==> config.mk <==
export PLATFORM = sky130hd
export DESIGN_NAME = link_flit_tx
export DESIGN_NICKNAME = d
export VERILOG_FILES = /design/src/rtl/link_flit_tx_pkg.sv /design/src/rtl/link_flit_tx_reset_seq.sv /design/src/rtl/link_flit_tx.sv
export SDC_FILE = /design/constraint.sdc
export NUM_CORES = 1
export LEC_CHECK = 0
export CORE_ASPECT_RATIO = 0.75
export CORE_MARGIN = 2
export CORE_UTILIZATION = 50
export DETAILED_ROUTE_END_ITERATION = 12
export GPL_TIMING_DRIVEN = 1
export MAX_ROUTING_LAYER = met4
export PLACE_DENSITY = 0.78
export SKIP_LAST_GASP = 1
export SYNTH_ARGS = -nofsm -noshare
export SYNTH_HDL_FRONTEND = slang
export SYNTH_SLANG_ARGS = --single-unit
==> constraint.sdc <==
create_clock -name clk -period 3.1 [get_ports clk]
set_input_delay 0.31 -clock clk [delete_from_list [all_inputs] [get_ports clk]]
set_output_delay 0.31 -clock clk [all_outputs]
set_load 0.1 [all_outputs]
==> src/rtl/link_flit_tx_pkg.sv <==
// Shared constants, FSM state type and flit formatting helper for the
// link flit transmitter.
package link_pkg;

    localparam int FLIT_W    = 11;
    localparam int PAYLOAD_W = 10;
    localparam int TAIL_BIT  = 10;
    localparam int MAX_FLITS = 4;
    localparam int DATA_W    = PAYLOAD_W * MAX_FLITS;

    localparam logic [FLIT_W-1:0] LINK_RESET_WORD = 11'h7FF;
    localparam logic [FLIT_W-1:0] LINK_IDLE_WORD  = 11'h000;

    typedef enum logic [1:0] {
        RST_ONES,
        RST_ZEROS,
        IDLE,
        SEND
    } link_state_t;

    // Build flit idx of a buffered packet: payload chunk idx, tail set on the last one.
    function automatic logic [FLIT_W-1:0] make_flit(
        input logic [DATA_W-1:0] data,
        input logic [1:0]        idx,
        input logic [1:0]        last
    );
        logic [FLIT_W-1:0] f;
        int unsigned       base;
        base                 = PAYLOAD_W * int'(idx);
        f                    = '0;
        f[PAYLOAD_W-1:0]     = data[base +: PAYLOAD_W];
        f[TAIL_BIT]          = (idx == last);
        return f;
    endfunction

endpackage

==> src/rtl/link_flit_tx_reset_seq.sv <==
// Link-reset preamble timer: RESET_CYCLES cycles of the "ones" phase followed
// by IDLE_CYCLES cycles of the "zeros" phase. Runs out of reset, and again on
// every start pulse. ones_last / done flag the final cycle of each phase.
module link_reset_seq
    import link_pkg::*;
#(
    parameter int unsigned RESET_CYCLES = 60,
    parameter int unsigned IDLE_CYCLES  = 30
) (
    input  logic clk,
    input  logic reset,
    input  logic start,
    output logic ones,
    output logic ones_last,
    output logic done
);

    localparam int unsigned MAX_CYCLES = (RESET_CYCLES > IDLE_CYCLES) ? RESET_CYCLES : IDLE_CYCLES;
    localparam int unsigned CNT_W      = (MAX_CYCLES > 1) ? $clog2(MAX_CYCLES) : 1;
    localparam logic [CNT_W-1:0] ONES_END  = CNT_W'(RESET_CYCLES - 1);
    localparam logic [CNT_W-1:0] ZEROS_END = CNT_W'(IDLE_CYCLES - 1);

    logic [CNT_W-1:0] cnt;
    logic             ones_phase;
    logic             running;

    // Phase counter: restart on reset/start, count through ones then zeros, then stop.
    always_ff @(posedge clk or posedge reset) begin
        if (reset) begin
            cnt        <= '0;
            ones_phase <= 1'b1;
            running    <= 1'b1;
        end else if (start) begin
            cnt        <= '0;
            ones_phase <= 1'b1;
            running    <= 1'b1;
        end else if (running) begin
            if (ones_phase) begin
                if (cnt == ONES_END) begin
                    cnt        <= '0;
                    ones_phase <= 1'b0;
                end else begin
                    cnt <= cnt + 1'b1;
                end
            end else begin
                if (cnt == ZEROS_END) begin
                    cnt     <= '0;
                    running <= 1'b0;
                end else begin
                    cnt <= cnt + 1'b1;
                end
            end
        end
    end

    // Phase and end-of-phase flags for the transmitter FSM.
    always_comb begin
        ones      = running && ones_phase;
        ones_last = running && ones_phase && (cnt == ONES_END);
        done      = running && !ones_phase && (cnt == ZEROS_END);
    end

endmodule

==> src/rtl/link_flit_tx.sv <==
// Link flit transmitter: drives a link-reset preamble (ones then zeros),
// then accepts packets of 1..4 ten-bit chunks and serialises them as 11-bit
// flits (bit 10 = tail) under a valid/ready handshake.
// Optional feature macro LINK_TX_STATS_EN adds a 16-bit wrapping flit_count.
module link_flit_tx
    import link_pkg::*;
#(
    parameter int unsigned RESET_CYCLES = 60,
    parameter int unsigned IDLE_CYCLES  = 30
) (
    input  logic        clk,
    input  logic        reset,
    input  logic [39:0] in_data,
    input  logic [1:0]  in_nflits,
    input  logic        in_valid,
    output logic        in_ready,
    input  logic        link_reset_req,
    output logic [10:0] link_out,
    output logic        link_valid_out,
    input  logic        link_ready_in
`ifdef LINK_TX_STATS_EN
    ,
    output logic [15:0] flit_count
`endif
);

    link_state_t       state;
    link_state_t       state_next;

    logic [DATA_W-1:0] buf_data;
    logic [1:0]        buf_last;
    logic [1:0]        flit_idx;
    logic              rst_pending;

    logic              accept;
    logic              flit_hs;
    logic              tail_hs;
    logic              seq_start;
    logic              seq_ones;
    logic              seq_ones_last;
    logic              seq_done;

    link_reset_seq #(
        .RESET_CYCLES (RESET_CYCLES),
        .IDLE_CYCLES  (IDLE_CYCLES)
    ) u_reset_seq (
        .clk       (clk),
        .reset     (reset),
        .start     (seq_start),
        .ones      (seq_ones),
        .ones_last (seq_ones_last),
        .done      (seq_done)
    );

    // FSM state register.
    always_ff @(posedge clk or posedge reset) begin
        if (reset) begin
            state <= RST_ONES;
        end else begin
            state <= state_next;
        end
    end

    // Next state, handshake decodes and link outputs.
    always_comb begin
        state_next     = state;
        accept         = 1'b0;
        flit_hs        = 1'b0;
        tail_hs        = 1'b0;
        seq_start      = 1'b0;
        in_ready       = 1'b0;
        link_valid_out = 1'b0;
        link_out       = LINK_IDLE_WORD;
        case (state)
            RST_ONES: begin
                link_out = seq_ones ? LINK_RESET_WORD : LINK_IDLE_WORD;
                if (seq_ones_last) begin
                    state_next = RST_ZEROS;
                end
            end
            RST_ZEROS: begin
                link_out = seq_ones ? LINK_RESET_WORD : LINK_IDLE_WORD;
                if (seq_done) begin
                    state_next = IDLE;
                end
            end
            IDLE: begin
                in_ready = !link_reset_req;
                // A reset request outranks a packet offered in the same cycle.
                if (link_reset_req) begin
                    state_next = RST_ONES;
                    seq_start  = 1'b1;
                end else if (in_valid) begin
                    accept     = 1'b1;
                    state_next = SEND;
                end
            end
            SEND: begin
                link_valid_out = 1'b1;
                link_out       = make_flit(buf_data, flit_idx, buf_last);
                if (link_ready_in) begin
                    flit_hs = 1'b1;
                    if (flit_idx == buf_last) begin
                        tail_hs = 1'b1;
                        if (rst_pending || link_reset_req) begin
                            state_next = RST_ONES;
                            seq_start  = 1'b1;
                        end else begin
                            state_next = IDLE;
                        end
                    end
                end
            end
            default: begin
                state_next = RST_ONES;
            end
        endcase
    end

    // Packet buffer, flit index and deferred reset request seen mid-packet.
    always_ff @(posedge clk or posedge reset) begin
        if (reset) begin
            buf_data    <= '0;
            buf_last    <= '0;
            flit_idx    <= '0;
            rst_pending <= 1'b0;
        end else if (accept) begin
            buf_data    <= in_data;
            buf_last    <= in_nflits;
            flit_idx    <= '0;
            rst_pending <= 1'b0;
        end else if (state == SEND) begin
            if (flit_hs) begin
                flit_idx <= flit_idx + 2'd1;
            end
            if (tail_hs) begin
                rst_pending <= 1'b0;
            end else if (link_reset_req) begin
                rst_pending <= 1'b1;
            end
        end
    end

`ifdef LINK_TX_STATS_EN
    // Count every flit handshake; wraps naturally at 16 bits.
    always_ff @(posedge clk or posedge reset) begin
        if (reset) begin
            flit_count <= '0;
        end else if (flit_hs) begin
            flit_count <= flit_count + 16'd1;
        end
    end
`endif

endmodule

### PDN straps and rails

Bar = 20 um. Pins as bars on the die edge.
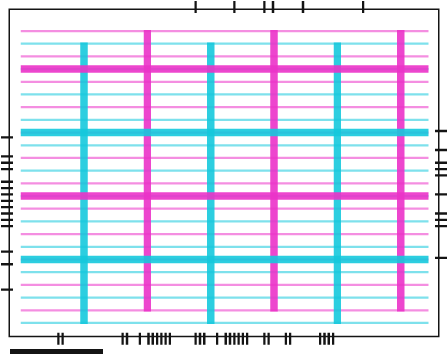
cyan -> VSS
magenta -> VDD
met5 straps = 4
rows = 23

### Cell classes on the final placement

Bar = 20 um.
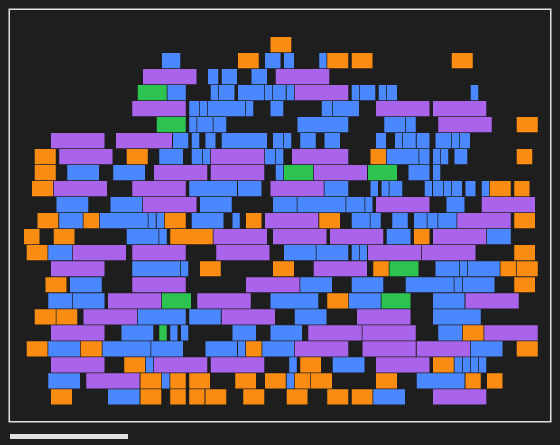
orange -> other buffers and delay cells  # cells 63
green -> clock drivers and dummy loads  # cells 8
purple -> flops  # cells 55
blue -> combinational and other logic  # cells 149

### Clock network drawn from the DEF

Bar = 20 um.
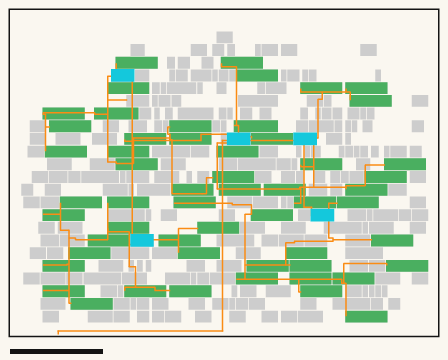
cyan -> clock drivers  # count 5
orange -> clock wires  # length 637 um
green -> flip-flops  # count 55
routed clock nets = 6

### Routed metal, one color a layer

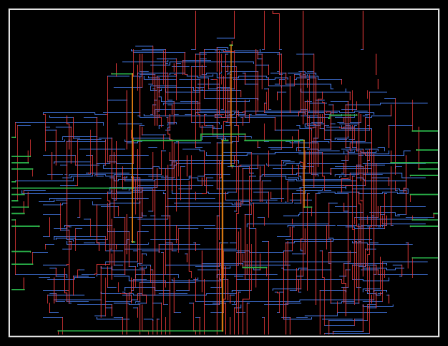
red -> metal 2  # wire length 2610 um
green -> metal 3  # wire length 211 um
orange -> metal 4  # wire length 117 um
blue -> metal 1  # wire length 2740 um

==> Implementation_results.wiki <==
== Run summary ==
{| class="wikitable"
! Metric !! Value
|-
| Outcome || completed
|-
| Post-Syn Area || 2885 sq um
|-
| Register bit count reported by yosys || 55
|-
| Antenna Cells || 0
|-
| H-tree Lvls || 2
|-
| Core region area || roughly 5500 sq um
|-
| Required time of the worst setup path || about 2.8 ns
|-
| Critical R2R Capture || u_reset_seq.cnt[4]
|-
| Insertion delay of the later-clocked pin in the worst-skew pair || 0.31 ns
|-
| TritonCTS clock tree || built
|-
| OpenROAD warning count || 27
|-
| Root Buffer Master || clkbuf_8
|-
| Final hold viol count || 0
|-
| Final instance count without filler cells || 350
|-
| Final nets || 323
|-
| Most area-hungry cell class in the final design || sequential cells
|-
| Combinational fraction of the cell area || 38.12%
|-
| Met3 WL || 210 um
|-
| Total congestion overflow || 0
|-
| Setup Crit Path Kind || register to output pin
|-
| Number of standard-cell rows in the floorplan || 23
|-
| Pre-CTS setup slack || 0.8526 ns
|-
| Area share of fa/ha/maj cells after synthesis || less than 1%
|}
